Fig. 1: run 1, cells colored by class
Drawn at 2 px/um.
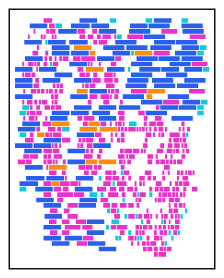
Fig. 2: run 1, wires at chosen ports, followed through buffers
Drawn at 4 px/um.
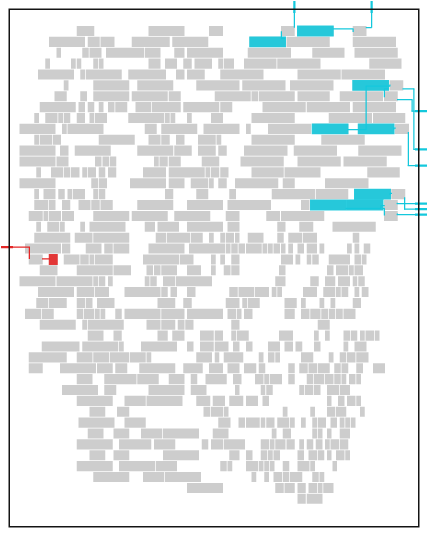
Fig. 3: run 1, cell outlines without signal wires
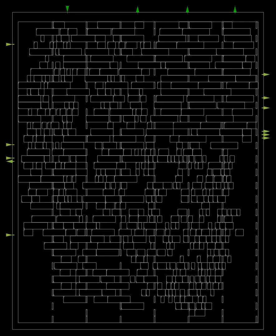
Fig. 4: run 1, where the registers sit
Drawn at 2 px/um. Other sequential cells in the stronger gray, the rest of the logic in the fainter gray.
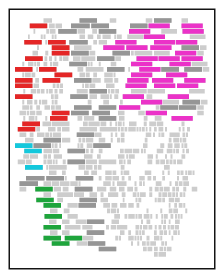
Design ps2_kbd_ascii, sky130hd; sources not shown.
==> impl_results.rst, run 1 <==
Implementation results
======================

.. list-table::
   :header-rows: 1

   * - Metric
     - Value
   * - Outcome
     - finished clean
   * - Net switching power
     - 0.198 mW
   * - GP Congestion
     - just under 1
   * - Routed length on met3
     - 580 um
   * - Number of failing setup endpoints in the final timing report
     - 0
   * - N_diodes
     - 0
   * - Initial antenna violation count
     - 0
   * - First-pass GRT wire length
     - 21.7 mm
   * - XOR Share, Synth
     - 4.21%
   * - Net switching share of the total power
     - a little under a quarter
   * - Final setup TNS
     - 0 ns
   * - Internal reg-to-reg setup slack
     - 5.26 ns
   * - Die Wd
     - 102 um
   * - Crit path cell chain
     - buf_2 > buf_2 > nor4bb_1 > clkbuf_1 > nand2_1 > o22a_1 > o21ai_0 > nor3_1 > nand2_1 > nand4bb_1 > nor4b_2 > ha_1 > inv_1 > fa_1 > xor2_1 > nor2_1 > xor2_1
   * - Total CTS buffers
     - 9
   * - Floorplan core density
     - about half
   * - CP required
     - 10.07 ns
   * - Share of the synthesized area in the top cell type
     - between 20% and 30%
   * - Arrival time of the worst setup path
     - ~4.8 ns
   * - Share of the final layout cell area in multi-input gates
     - 43.7%
   * - DRT antenna net count
     - 0
   * - Clock share of power
     - 43.6%
About Fig. 1:
| class | color | cells | share of their area |
|---|---|---|---|
| clock drivers and dummy loads | orange | 16 | 5.0% |
| all other logic | magenta | 400 | 46% |
| flip-flops | blue | 104 | 44% |
| other buffers and delay cells | cyan | 49 | 5.0% |
cell area after layout: 6530 um2
site row count: 45
core outline area: 11900 um2
proportion of cell area occupied by registers: 42.4%

About Fig. 2:
| port | color | bits | direction | end cells | buffers | wire |
|---|---|---|---|---|---|---|
| kbd_data | cyan | 8 | output | 8 | 8 | 110 um |
| rst | red | 1 | input | 1 | 1 | 9.10 um |
# IOs: 15
port buffer count: 14

About Fig. 3:
core occupancy in the finished layout: 54.7%
sequential cell count: 104
Finished Layout Cells: 733
TAP cells: 164

About Fig. 4:
| netlist name | color | flops |
|---|---|---|
| to_cnt_q | red | 17 |
| mem_q | magenta | 32 |
| shreg_q | green | 8 |
| bit_cnt_q | cyan | 3 |
combined flip-flop and latch cell area: 2770 um2
Flop+latch power: 0.459 mW

run 1: layout by cell type, fill, tap and decap left out, drive strengths merged, types with 15 or more instances in the layout:
cell and count:
inv 23, a21oi 22, o21ai 19, clkbuf 23
dfrtp 67, nor2 43, edfxtp 32, buf 21
nand3 18, nand2 36, mux2 22, nor3 15
run 1: routing by layer:
metal | vias to the layer above | GRT usage, %
met3 | 40 | 3.64
li1 | 2064 | -
met4 | 0 | 9.57
met5 | - | 0
met1 | 2174 | 26.0
met2 | 146 | 35.3
run 1: through the flow:
stage               hold WS [ns]  power [mW]  util (%)
floorplan                  0.345       0.480         -
global placement           0.347       0.485      52.0
detailed placement         0.350       0.487      52.0
CTS                        0.361       0.856      54.7
global route               0.367       0.876      54.7
finish                     0.360       0.846      54.7
==> run 2, diff against run 1 <==
==> constraint.sdc (replaced) <==
create_clock -name clk50M -period 4.48 [get_ports clk50M]
set_input_delay 0.896 -clock clk50M [delete_from_list [all_inputs] [get_ports clk50M]]
set_output_delay 0.896 -clock clk50M [all_outputs]
set_load 0.005 [all_outputs]
Fig. 5: run 2, wires at chosen ports, followed through buffers
Drawn at 4 px/um.
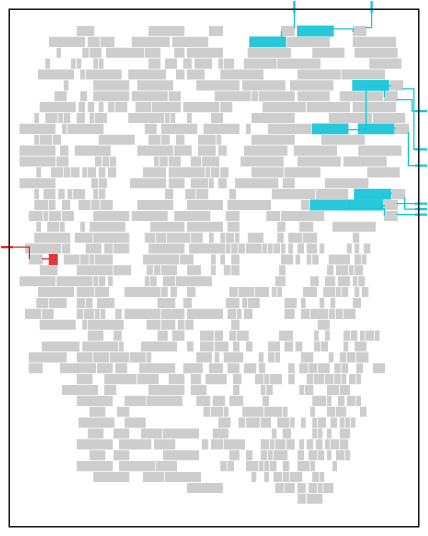
| port | color | bits | direction | end cells | buffers | wire |
|---|---|---|---|---|---|---|
| kbd_data | cyan | 8 | output | 8 | 8 | 110 um |
| rst | red | 1 | input | 1 | 1 | 9.10 um |

==> run 2 against run 1 <==
  * Non-clock buffer count grew 2
  * Die area is the same
  * Via count shrank 0.25%
  * Clock skew grew 0.00054 ns
  * Critical endpoint unchanged
  * Highest routed layer unchanged
==> impl_results.rst, run 2 <==
Implementation results
======================

.. list-table::
   :header-rows: 1

   * - Metric
     - Value
   * - Share of the synthesized area in the top cell type
     - 28.6% (unchanged)
   * - # IOs
     - 15 (unchanged)
   * - XOR Share, Synth
     - 4.21% (unchanged)
   * - Port buffer count
     - 14 (unchanged)
   * - Flop+latch power
     - 1.00 mW (+120%)
   * - Finished Layout Cells
     - 735 (+0.27%)
   * - N_diodes
     - 0 (unchanged)
   * - Number of failing setup endpoints in the final timing report
     - 0 (unchanged)
   * - CP required
     - 4.75 ns (-5.32 ns)
   * - Initial antenna violation count
     - 0 (unchanged)
   * - Core occupancy in the finished layout
     - 55.2% (+0.53 points)
   * - Net switching power
     - 0.433 mW (+120%)
   * - Core outline area
     - 11900 um2 (unchanged)
   * - Minimum hold slack
     - 0.360 ns (unchanged)
   * - Net switching share of the total power
     - 23.4% (about the same)
   * - Internal reg-to-reg setup slack
     - 0.31 ns (-4.95 ns)
   * - Most instantiated logic cell after routing
     - sky130_fd_sc_hd__dfrtp_1
   * - First-pass GRT wire length
     - 21.7 mm (unchanged)
   * - DRT antenna net count
     - 0 (unchanged)
   * - Outcome
     - finished clean
   * - Total CTS buffers
     - 9 (unchanged)
   * - Cell area after layout
     - 6590 um2 (+0.98%)
run 2: area by class of cell:
cell class	instances	area [um2]
well taps	164	205
clock inverters	7	88.8
plain buffers	34	184
flip-flops and latches	104	2770
repair buffers	17	160
clock buffers	9	225
multi-input cells	382	2890
fillers	1064	5350
inverters	18	70.1
run 2: through the flow:
step	TNS, ns	power [mW]	setup slack (ns)
finish	0	1.85	0.309
global route	0	1.92	0.00621
CTS	0	1.87	0.109
detailed placement	0	1.07	0.0128
global placement	-5.28	1.06	-0.502
floorplan	0	1.05	0.644
run 2: per-layer routing:
layer / wire [um] / vias to the layer above / track usage, %
met3: 584 / 41 / 3.64
met2: 6320 / 148 / 35.3
met5: 0 / - / 0
met1: 5280 / 2158 / 26.0
met4: 545 / 0 / 9.57
li1: - / 2066 / -
Power is estimated from default activity; no workload was simulated.
